==> src/rtl/cpu_mem_pkg.sv <==
// Shared encodings for the data-memory AXI-Lite master: access sizes, AXI response codes,
// FSM states and the store-lane helpers.
package cpu_mem_pkg;

  localparam logic [1:0] SZ_BYTE = 2'b00;
  localparam logic [1:0] SZ_HALF = 2'b01;
  localparam logic [1:0] SZ_WORD = 2'b10;

  localparam logic [1:0] RESP_OKAY   = 2'b00;
  localparam logic [1:0] RESP_SLVERR = 2'b10;

  typedef enum logic [2:0] {
    StIdle,
    StWrReq,
    StWrResp,
    StRdAddr,
    StRdData,
    StDone
  } dmem_state_e;

  // Size 2'b11 falls into the word branch everywhere.
  function automatic logic is_misaligned(input logic [1:0] size, input logic [1:0] addr_lo);
    case (size)
      SZ_BYTE: return 1'b0;
      SZ_HALF: return addr_lo[0];
      default: return addr_lo != 2'b00;
    endcase
  endfunction

  function automatic logic [3:0] wstrb_of(input logic [1:0] size, input logic [1:0] addr_lo);
    case (size)
      SZ_BYTE: return 4'b0001 << addr_lo;
      SZ_HALF: return addr_lo[1] ? 4'b1100 : 4'b0011;
      default: return 4'b1111;
    endcase
  endfunction

  function automatic logic [31:0] wdata_of(input logic [1:0] size, input logic [31:0] wdata);
    case (size)
      SZ_BYTE: return {4{wdata[7:0]}};
      SZ_HALF: return {2{wdata[15:0]}};
      default: return wdata;
    endcase
  endfunction

endpackage

==> src/rtl/dmem_axi_master_if.sv <==
// AXI4-Lite master bus bundle between the data-memory master and its slave.
interface dmem_axi_master_if;
  logic [31:0] M_AXI_AWADDR;
  logic [2:0]  M_AXI_AWPROT;
  logic        M_AXI_AWVALID;
  logic        M_AXI_AWREADY;
  logic [31:0] M_AXI_WDATA;
  logic [3:0]  M_AXI_WSTRB;
  logic        M_AXI_WVALID;
  logic        M_AXI_WREADY;
  logic [1:0]  M_AXI_BRESP;
  logic        M_AXI_BVALID;
  logic        M_AXI_BREADY;
  logic [31:0] M_AXI_ARADDR;
  logic [2:0]  M_AXI_ARPROT;
  logic        M_AXI_ARVALID;
  logic        M_AXI_ARREADY;
  logic [31:0] M_AXI_RDATA;
  logic [1:0]  M_AXI_RRESP;
  logic        M_AXI_RVALID;
  logic        M_AXI_RREADY;

  modport master (
    output M_AXI_AWADDR, M_AXI_AWPROT, M_AXI_AWVALID,
    input  M_AXI_AWREADY,
    output M_AXI_WDATA, M_AXI_WSTRB, M_AXI_WVALID,
    input  M_AXI_WREADY,
    input  M_AXI_BRESP, M_AXI_BVALID,
    output M_AXI_BREADY,
    output M_AXI_ARADDR, M_AXI_ARPROT, M_AXI_ARVALID,
    input  M_AXI_ARREADY,
    input  M_AXI_RDATA, M_AXI_RRESP, M_AXI_RVALID,
    output M_AXI_RREADY
  );

  modport slave (
    input  M_AXI_AWADDR, M_AXI_AWPROT, M_AXI_AWVALID,
    output M_AXI_AWREADY,
    input  M_AXI_WDATA, M_AXI_WSTRB, M_AXI_WVALID,
    output M_AXI_WREADY,
    output M_AXI_BRESP, M_AXI_BVALID,
    input  M_AXI_BREADY,
    input  M_AXI_ARADDR, M_AXI_ARPROT, M_AXI_ARVALID,
    output M_AXI_ARREADY,
    output M_AXI_RDATA, M_AXI_RRESP, M_AXI_RVALID,
    input  M_AXI_RREADY
  );
endinterface

==> src/rtl/dmem_load_align.sv <==
// Picks the addressed byte/halfword out of a read word and sign- or zero-extends it.
module dmem_load_align
  import cpu_mem_pkg::*;
(
  input  logic [31:0] i_rdata,
  input  logic [1:0]  i_addr_lo,
  input  logic [1:0]  i_size,
  input  logic        i_sign_ext,
  output logic [31:0] o_data
);

  logic [7:0]  w_byte;
  logic [15:0] w_half;

  assign w_byte = i_rdata[{i_addr_lo, 3'b000} +: 8];
  assign w_half = i_addr_lo[1] ? i_rdata[31:16] : i_rdata[15:0];

  always_comb begin
    o_data = i_rdata;
    case (i_size)
      SZ_BYTE: o_data = {{24{i_sign_ext & w_byte[7]}}, w_byte};
      SZ_HALF: o_data = {{16{i_sign_ext & w_half[15]}}, w_half};
      default: o_data = i_rdata;
    endcase
  end

endmodule

==> src/rtl/dmem_axi_master.sv <==
// MEM-stage load/store unit: turns one CPU access at a time into an AXI4-Lite transaction
// with registered bus outputs and a one-cycle completion pulse.
module dmem_axi_master
  import cpu_mem_pkg::*;
(
  input  logic              clk,
  input  logic              rst_n,
  input  logic              i_cpu_req,
  input  logic              i_cpu_we,
  input  logic [31:0]       i_cpu_addr,
  input  logic [31:0]       i_cpu_wdata,
  input  logic [1:0]        i_cpu_size,
  input  logic              i_cpu_sign_ext,
  output logic              o_cpu_stall,
  output logic [31:0]       o_cpu_rdata,
  output logic              o_cpu_done,
  output logic              o_cpu_err,
  dmem_axi_master_if.master m_axi
);

  dmem_state_e r_state, w_state_nxt;
  logic [1:0]  r_addr_lo, w_addr_lo_nxt;
  logic [1:0]  r_size, w_size_nxt;
  logic        r_sext, w_sext_nxt;
  logic [31:0] r_awaddr, w_awaddr_nxt;
  logic        r_awvalid, w_awvalid_nxt;
  logic [31:0] r_wdata, w_wdata_nxt;
  logic [3:0]  r_wstrb, w_wstrb_nxt;
  logic        r_wvalid, w_wvalid_nxt;
  logic        r_bready, w_bready_nxt;
  logic [31:0] r_araddr, w_araddr_nxt;
  logic        r_arvalid, w_arvalid_nxt;
  logic        r_rready, w_rready_nxt;
  logic [31:0] r_rdata, w_rdata_nxt;
  logic        r_done, w_done_nxt;
  logic        r_err, w_err_nxt;
  logic [31:0] w_load_data;

  dmem_load_align u_load_align (
    .i_rdata    (m_axi.M_AXI_RDATA),
    .i_addr_lo  (r_addr_lo),
    .i_size     (r_size),
    .i_sign_ext (r_sext),
    .o_data     (w_load_data)
  );

  always_ff @(posedge clk or negedge rst_n) begin
    if (!rst_n) begin
      r_state   <= StIdle;
      r_addr_lo <= 2'b00;
      r_size    <= SZ_BYTE;
      r_sext    <= 1'b0;
      r_awaddr  <= '0;
      r_awvalid <= 1'b0;
      r_wdata   <= '0;
      r_wstrb   <= '0;
      r_wvalid  <= 1'b0;
      r_bready  <= 1'b0;
      r_araddr  <= '0;
      r_arvalid <= 1'b0;
      r_rready  <= 1'b0;
      r_rdata   <= '0;
      r_done    <= 1'b0;
      r_err     <= 1'b0;
    end else begin
      r_state   <= w_state_nxt;
      r_addr_lo <= w_addr_lo_nxt;
      r_size    <= w_size_nxt;
      r_sext    <= w_sext_nxt;
      r_awaddr  <= w_awaddr_nxt;
      r_awvalid <= w_awvalid_nxt;
      r_wdata   <= w_wdata_nxt;
      r_wstrb   <= w_wstrb_nxt;
      r_wvalid  <= w_wvalid_nxt;
      r_bready  <= w_bready_nxt;
      r_araddr  <= w_araddr_nxt;
      r_arvalid <= w_arvalid_nxt;
      r_rready  <= w_rready_nxt;
      r_rdata   <= w_rdata_nxt;
      r_done    <= w_done_nxt;
      r_err     <= w_err_nxt;
    end
  end

  always_comb begin
    w_state_nxt   = r_state;
    w_addr_lo_nxt = r_addr_lo;
    w_size_nxt    = r_size;
    w_sext_nxt    = r_sext;
    w_awaddr_nxt  = r_awaddr;
    w_awvalid_nxt = r_awvalid;
    w_wdata_nxt   = r_wdata;
    w_wstrb_nxt   = r_wstrb;
    w_wvalid_nxt  = r_wvalid;
    w_bready_nxt  = r_bready;
    w_araddr_nxt  = r_araddr;
    w_arvalid_nxt = r_arvalid;
    w_rready_nxt  = r_rready;
    w_rdata_nxt   = r_rdata;
    w_done_nxt    = 1'b0;
    w_err_nxt     = r_err;
    unique case (r_state)
      StIdle: begin
        if (i_cpu_req) begin
          w_addr_lo_nxt = i_cpu_addr[1:0];
          w_size_nxt    = i_cpu_size;
          w_sext_nxt    = i_cpu_sign_ext;
          if (is_misaligned(i_cpu_size, i_cpu_addr[1:0])) begin
            w_state_nxt = StDone;
            w_done_nxt  = 1'b1;
            w_err_nxt   = 1'b1;
          end else if (i_cpu_we) begin
            w_state_nxt   = StWrReq;
            w_awaddr_nxt  = i_cpu_addr;
            w_awvalid_nxt = 1'b1;
            w_wdata_nxt   = wdata_of(i_cpu_size, i_cpu_wdata);
            w_wstrb_nxt   = wstrb_of(i_cpu_size, i_cpu_addr[1:0]);
            w_wvalid_nxt  = 1'b1;
          end else begin
            w_state_nxt   = StRdAddr;
            w_araddr_nxt  = {i_cpu_addr[31:2], 2'b00};
            w_arvalid_nxt = 1'b1;
          end
        end
      end
      StWrReq: begin
        if (m_axi.M_AXI_AWREADY) w_awvalid_nxt = 1'b0;
        if (m_axi.M_AXI_WREADY)  w_wvalid_nxt  = 1'b0;
        // A channel whose valid already dropped has completed its handshake.
        if ((!r_awvalid || m_axi.M_AXI_AWREADY) && (!r_wvalid || m_axi.M_AXI_WREADY)) begin
          w_state_nxt  = StWrResp;
          w_bready_nxt = 1'b1;
        end
      end
      StWrResp: begin
        if (m_axi.M_AXI_BVALID) begin
          w_state_nxt  = StDone;
          w_bready_nxt = 1'b0;
          w_done_nxt   = 1'b1;
          w_err_nxt    = m_axi.M_AXI_BRESP != RESP_OKAY;
        end
      end
      StRdAddr: begin
        if (m_axi.M_AXI_ARREADY) begin
          w_state_nxt   = StRdData;
          w_arvalid_nxt = 1'b0;
          w_rready_nxt  = 1'b1;
        end
      end
      StRdData: begin
        if (m_axi.M_AXI_RVALID) begin
          w_state_nxt  = StDone;
          w_rready_nxt = 1'b0;
          w_rdata_nxt  = w_load_data;
          w_done_nxt   = 1'b1;
          w_err_nxt    = m_axi.M_AXI_RRESP != RESP_OKAY;
        end
      end
      StDone: begin
        w_state_nxt = StIdle;
        w_err_nxt   = 1'b0;
      end
      default: w_state_nxt = StIdle;
    endcase
  end

  assign o_cpu_stall = (r_state != StIdle && r_state != StDone) || (r_state == StIdle && i_cpu_req);
  assign o_cpu_rdata = r_rdata;
  assign o_cpu_done  = r_done;
  assign o_cpu_err   = r_err;

  assign m_axi.M_AXI_AWADDR  = r_awaddr;
  assign m_axi.M_AXI_AWPROT  = 3'b000;
  assign m_axi.M_AXI_AWVALID = r_awvalid;
  assign m_axi.M_AXI_WDATA   = r_wdata;
  assign m_axi.M_AXI_WSTRB   = r_wstrb;
  assign m_axi.M_AXI_WVALID  = r_wvalid;
  assign m_axi.M_AXI_BREADY  = r_bready;
  assign m_axi.M_AXI_ARADDR  = r_araddr;
  assign m_axi.M_AXI_ARPROT  = 3'b000;
  assign m_axi.M_AXI_ARVALID = r_arvalid;
  assign m_axi.M_AXI_RREADY  = r_rready;

endmodule

==> src/flat_wrapper.sv <==
// flat-port wrapper written by rule: the top's interface ports become plain ports
module dmem_axi_master_flat import cpu_mem_pkg::*;
  (clk, rst_n, i_cpu_req, i_cpu_we, i_cpu_addr, i_cpu_wdata, i_cpu_size, i_cpu_sign_ext, o_cpu_stall, o_cpu_rdata, o_cpu_done, o_cpu_err, m_axi_M_AXI_AWADDR, m_axi_M_AXI_AWPROT, m_axi_M_AXI_AWVALID, m_axi_M_AXI_AWREADY, m_axi_M_AXI_WDATA, m_axi_M_AXI_WSTRB, m_axi_M_AXI_WVALID, m_axi_M_AXI_WREADY, m_axi_M_AXI_BRESP, m_axi_M_AXI_BVALID, m_axi_M_AXI_BREADY, m_axi_M_AXI_ARADDR, m_axi_M_AXI_ARPROT, m_axi_M_AXI_ARVALID, m_axi_M_AXI_ARREADY, m_axi_M_AXI_RDATA, m_axi_M_AXI_RRESP, m_axi_M_AXI_RVALID, m_axi_M_AXI_RREADY);
  dmem_axi_master_if m_axi_i ();
  input  logic clk;
  input  logic rst_n;
  input  logic i_cpu_req;
  input  logic i_cpu_we;
  input  logic [31:0] i_cpu_addr;
  input  logic [31:0] i_cpu_wdata;
  input  logic [1:0] i_cpu_size;
  input  logic i_cpu_sign_ext;
  output logic o_cpu_stall;
  output logic [31:0] o_cpu_rdata;
  output logic o_cpu_done;
  output logic o_cpu_err;
  output wire logic [$bits(m_axi_i.M_AXI_AWADDR)-1:0] m_axi_M_AXI_AWADDR;
  output wire logic [$bits(m_axi_i.M_AXI_AWPROT)-1:0] m_axi_M_AXI_AWPROT;
  output wire logic [$bits(m_axi_i.M_AXI_AWVALID)-1:0] m_axi_M_AXI_AWVALID;
  input wire logic [$bits(m_axi_i.M_AXI_AWREADY)-1:0] m_axi_M_AXI_AWREADY;
  output wire logic [$bits(m_axi_i.M_AXI_WDATA)-1:0] m_axi_M_AXI_WDATA;
  output wire logic [$bits(m_axi_i.M_AXI_WSTRB)-1:0] m_axi_M_AXI_WSTRB;
  output wire logic [$bits(m_axi_i.M_AXI_WVALID)-1:0] m_axi_M_AXI_WVALID;
  input wire logic [$bits(m_axi_i.M_AXI_WREADY)-1:0] m_axi_M_AXI_WREADY;
  input wire logic [$bits(m_axi_i.M_AXI_BRESP)-1:0] m_axi_M_AXI_BRESP;
  input wire logic [$bits(m_axi_i.M_AXI_BVALID)-1:0] m_axi_M_AXI_BVALID;
  output wire logic [$bits(m_axi_i.M_AXI_BREADY)-1:0] m_axi_M_AXI_BREADY;
  output wire logic [$bits(m_axi_i.M_AXI_ARADDR)-1:0] m_axi_M_AXI_ARADDR;
  output wire logic [$bits(m_axi_i.M_AXI_ARPROT)-1:0] m_axi_M_AXI_ARPROT;
  output wire logic [$bits(m_axi_i.M_AXI_ARVALID)-1:0] m_axi_M_AXI_ARVALID;
  input wire logic [$bits(m_axi_i.M_AXI_ARREADY)-1:0] m_axi_M_AXI_ARREADY;
  input wire logic [$bits(m_axi_i.M_AXI_RDATA)-1:0] m_axi_M_AXI_RDATA;
  input wire logic [$bits(m_axi_i.M_AXI_RRESP)-1:0] m_axi_M_AXI_RRESP;
  input wire logic [$bits(m_axi_i.M_AXI_RVALID)-1:0] m_axi_M_AXI_RVALID;
  output wire logic [$bits(m_axi_i.M_AXI_RREADY)-1:0] m_axi_M_AXI_RREADY;
  assign m_axi_M_AXI_AWADDR = m_axi_i.M_AXI_AWADDR;
  assign m_axi_M_AXI_AWPROT = m_axi_i.M_AXI_AWPROT;
  assign m_axi_M_AXI_AWVALID = m_axi_i.M_AXI_AWVALID;
  assign m_axi_i.M_AXI_AWREADY = m_axi_M_AXI_AWREADY;
  assign m_axi_M_AXI_WDATA = m_axi_i.M_AXI_WDATA;
  assign m_axi_M_AXI_WSTRB = m_axi_i.M_AXI_WSTRB;
  assign m_axi_M_AXI_WVALID = m_axi_i.M_AXI_WVALID;
  assign m_axi_i.M_AXI_WREADY = m_axi_M_AXI_WREADY;
  assign m_axi_i.M_AXI_BRESP = m_axi_M_AXI_BRESP;
  assign m_axi_i.M_AXI_BVALID = m_axi_M_AXI_BVALID;
  assign m_axi_M_AXI_BREADY = m_axi_i.M_AXI_BREADY;
  assign m_axi_M_AXI_ARADDR = m_axi_i.M_AXI_ARADDR;
  assign m_axi_M_AXI_ARPROT = m_axi_i.M_AXI_ARPROT;
  assign m_axi_M_AXI_ARVALID = m_axi_i.M_AXI_ARVALID;
  assign m_axi_i.M_AXI_ARREADY = m_axi_M_AXI_ARREADY;
  assign m_axi_i.M_AXI_RDATA = m_axi_M_AXI_RDATA;
  assign m_axi_i.M_AXI_RRESP = m_axi_M_AXI_RRESP;
  assign m_axi_i.M_AXI_RVALID = m_axi_M_AXI_RVALID;
  assign m_axi_M_AXI_RREADY = m_axi_i.M_AXI_RREADY;
  dmem_axi_master u_core (.clk(clk), .rst_n(rst_n), .i_cpu_req(i_cpu_req), .i_cpu_we(i_cpu_we), .i_cpu_addr(i_cpu_addr), .i_cpu_wdata(i_cpu_wdata), .i_cpu_size(i_cpu_size), .i_cpu_sign_ext(i_cpu_sign_ext), .o_cpu_stall(o_cpu_stall), .o_cpu_rdata(o_cpu_rdata), .o_cpu_done(o_cpu_done), .o_cpu_err(o_cpu_err), .m_axi(m_axi_i));
endmodule
==> config.mk <==
export PLATFORM = sky130hd
export DESIGN_NAME = dmem_axi_master_flat
export DESIGN_NICKNAME = d
export VERILOG_FILES = /design/src/rtl/cpu_mem_pkg.sv /design/src/rtl/dmem_axi_master_if.sv /design/src/rtl/dmem_load_align.sv /design/src/rtl/dmem_axi_master.sv /design/src/flat_wrapper.sv
export SDC_FILE = /design/constraint.sdc
export NUM_CORES = 1
export LEC_CHECK = 0
export CAP_MARGIN = 20
export CORE_MARGIN = 3
export CORE_UTILIZATION = 40
export DETAILED_ROUTE_END_ITERATION = 16
export PLACE_DENSITY = 0.83
export SYNTH_ARGS = -nofsm -noshare
export SYNTH_HDL_FRONTEND = slang
export SYNTH_SLANG_ARGS = --single-unit
==> constraint.sdc <==
create_clock -name clk -period 2 [get_ports clk]
set_clock_uncertainty 0.2 [all_clocks]
set_input_delay 0.3 -clock clk [delete_from_list [all_inputs] [get_ports clk]]
set_output_delay 0.3 -clock clk [all_outputs]
set_load 0.03 [all_outputs]
io_placement.png
The bar under the picture is 50 um long. Pins as bars across the die edge, other pins in grey.
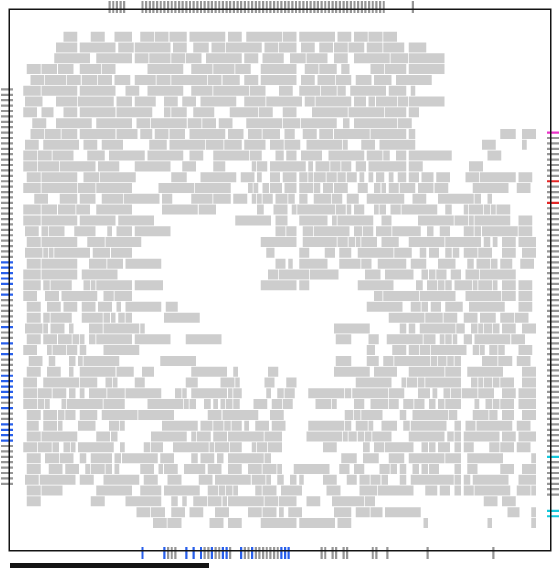
clk -> magenta  # pins 1, direction input, edge right
m_axi_M_AXI_WDATA -> blue  # pins 32, direction output, edge 19 left, 13 bottom
m_axi_M_AXI_BRESP -> red  # pins 2, direction input, edge right
m_axi_M_AXI_AWPROT -> cyan  # pins 3, direction output, edge right
all pins by edge = 74 left, 73 top, 70 right, 41 bottom

==> run_results.csv <==
group,metric,value,unit
cts,cts_tree,"done",
worst_setup_path,required,2.10,ns
drt,route.met3.wl,1780,um
floorplanning,fp-utilization,0.417,
cells_and_area,final_nets,978,
placement,portBuffers,249,
synth,top_area_frac,0.537,
status,status,"complete, but fails checks",
drt,antenna_left,0,
grt,gr-usage-met2,0.357,
sta,setup_viol,29,
synth,area_leaders,"dfrtp_1 (54%), mux2_4 (8.7%), mux2_2 (7.3%)",
pwr,power.density,1670,nW/um2
synth,ys_seq_frac,0.537,
drt,routed_wl,20700,um
drt,wl_met2,10200,um
synth,synthCells,567,
sta,fin_crit_sh,1.02,
synth,yosysMostFrequentCell,"dfrtp_1",
drt,m1WireLength,8230,um
sta,layout_min_cycle_time,2.04,ns
pwr,ir_drop,0.00121,V
synth,ys_cells,567,
synth,ys.flops,145,
grt,use_met3,0.0696,
worst_setup_path,critical_path.cell_chain,"nor3b_1 -> a211oi_2 -> and4b_1 -> buf_12 -> mux2_2",
worst_setup_path,cp.arrival,2.14,ns
status,violations,"negative setup slack",
sta,finalWorstSetupSlack,-0.0418,ns
cts,clk_pin_slew,0.06,ns
placement,placed_area,9820,um2
floorplanning,design.core.area,16200,um2
worst_setup_path,crit_path_max_fanout,32,
worst_setup_path,start_kind,"flop",
synth,yosysWarnings,0,
grt,overflow,0,
pwr,leakagePower,5.19,nW
floorplanning,pin_count,258,
worst_setup_path,crit_type,"reg2reg",
worst_setup_path,r2r_slack,-0.04,ns
cts,clk_latency,0.41,ns
cts,numCtsBuffers,17,
drt,drt_iter0_drc,272,
sta,worstMarginPinSlew,0.565,ns
synth,synth_chip_area,6750,um2
synth,netlist_top_cells_count,"dfrtp_1 (145), o21ai_0 (64), nand2_1 (52)",
cells_and_area,area_delta_synth_final,58.5,%
min_path,min_path_type,"in2async",
cells_and_area,fill_cells,1189,
cells_and_area,layout.cells.most_common,"clkdlybuf4s50_1",
drt,drc,0,
cts,cts-root-buf,"clkbuf_16",
cell_density.png
The die is cut into 14 by 14 equal tiles; white is low, dark blue is high, 0 to 100% covered.
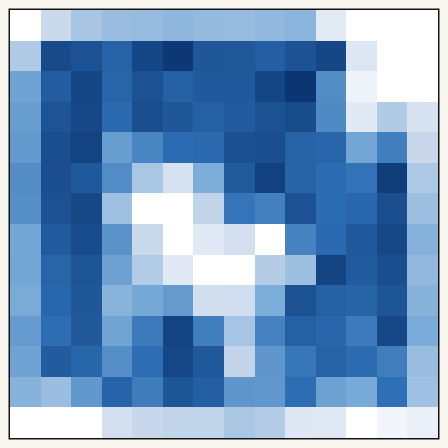
nearly empty tiles = 9.2%
fullest tile = 98%
mean over tiles = 56%
tiles over 75% full = 42%
emptiest ninth of the die = top right

-- worst paths after layout --
path | startpoint | endpoint | depth (start not counted)
hold reg to reg | u_core.m_axi.M_AXI_AWADDR[1] | u_core.m_axi.M_AXI_AWADDR[1] | 2
max in group asynchronous | rst_n | u_core.o_cpu_rdata[20] | 3
hold / removal | rst_n | u_core.m_axi.M_AXI_AWADDR[7] | 2
setup reg to reg | u_core.r_state[1] | u_core.m_axi.M_AXI_ARADDR[26] | 5
min in group clk | u_core.m_axi.M_AXI_AWADDR[1] | u_core.m_axi.M_AXI_AWADDR[1] | 2
setup / recovery | u_core.r_state[1] | u_core.m_axi.M_AXI_ARADDR[26] | 5
-- cell families after synthesis --
logic type             count (synthesis)  synth area share
muxes                                110             0.202
other                                  1          0.000555
and+or+nand+nor                      101            0.0726
AOI/OAI and AO/OA                    154             0.138
buffers and inverters                 56            0.0497
DFF                                  145             0.537
-- sequential cells by signal, indices dropped and copies added, names as in the netlist, 2 cells and up --
signal	cells
u_core.m_axi.M_AXI_WSTRB	4
u_core.m_axi.M_AXI_AWADDR	32
u_core.r_state	3
u_core.o_cpu_rdata	32
u_core.r_addr_lo	2
u_core.m_axi.M_AXI_WDATA	32
u_core.r_size	2
u_core.m_axi.M_AXI_ARADDR	30
-- layout make-up --
class                           instances  area, um2  area share
Sequential cell                       145       3630       0.339
Timing Repair Buffer                  321       3290       0.308
Multi-Input combinational cell        373       2870       0.268
Clock buffer                           18        429      0.0401
Tap cell                              216        270      0.0253
Clock inverter                         14        178      0.0166
Inverter                                8       30.0     0.00281
-- report_power, final --
| group | internal, mW | leakage (nW) | switching (mW) |
|---|---|---|---|
| sequential | 4.35 | 1.74 | 0.896 |
| clock | 1.98 | 0.284 | 1.30 |
| combinational | 4.22 | 3.17 | 5.14 |
| total | 10.6 | 5.19 | 7.34 |
No activity file was given, so power comes from the tool's default toggle rates.
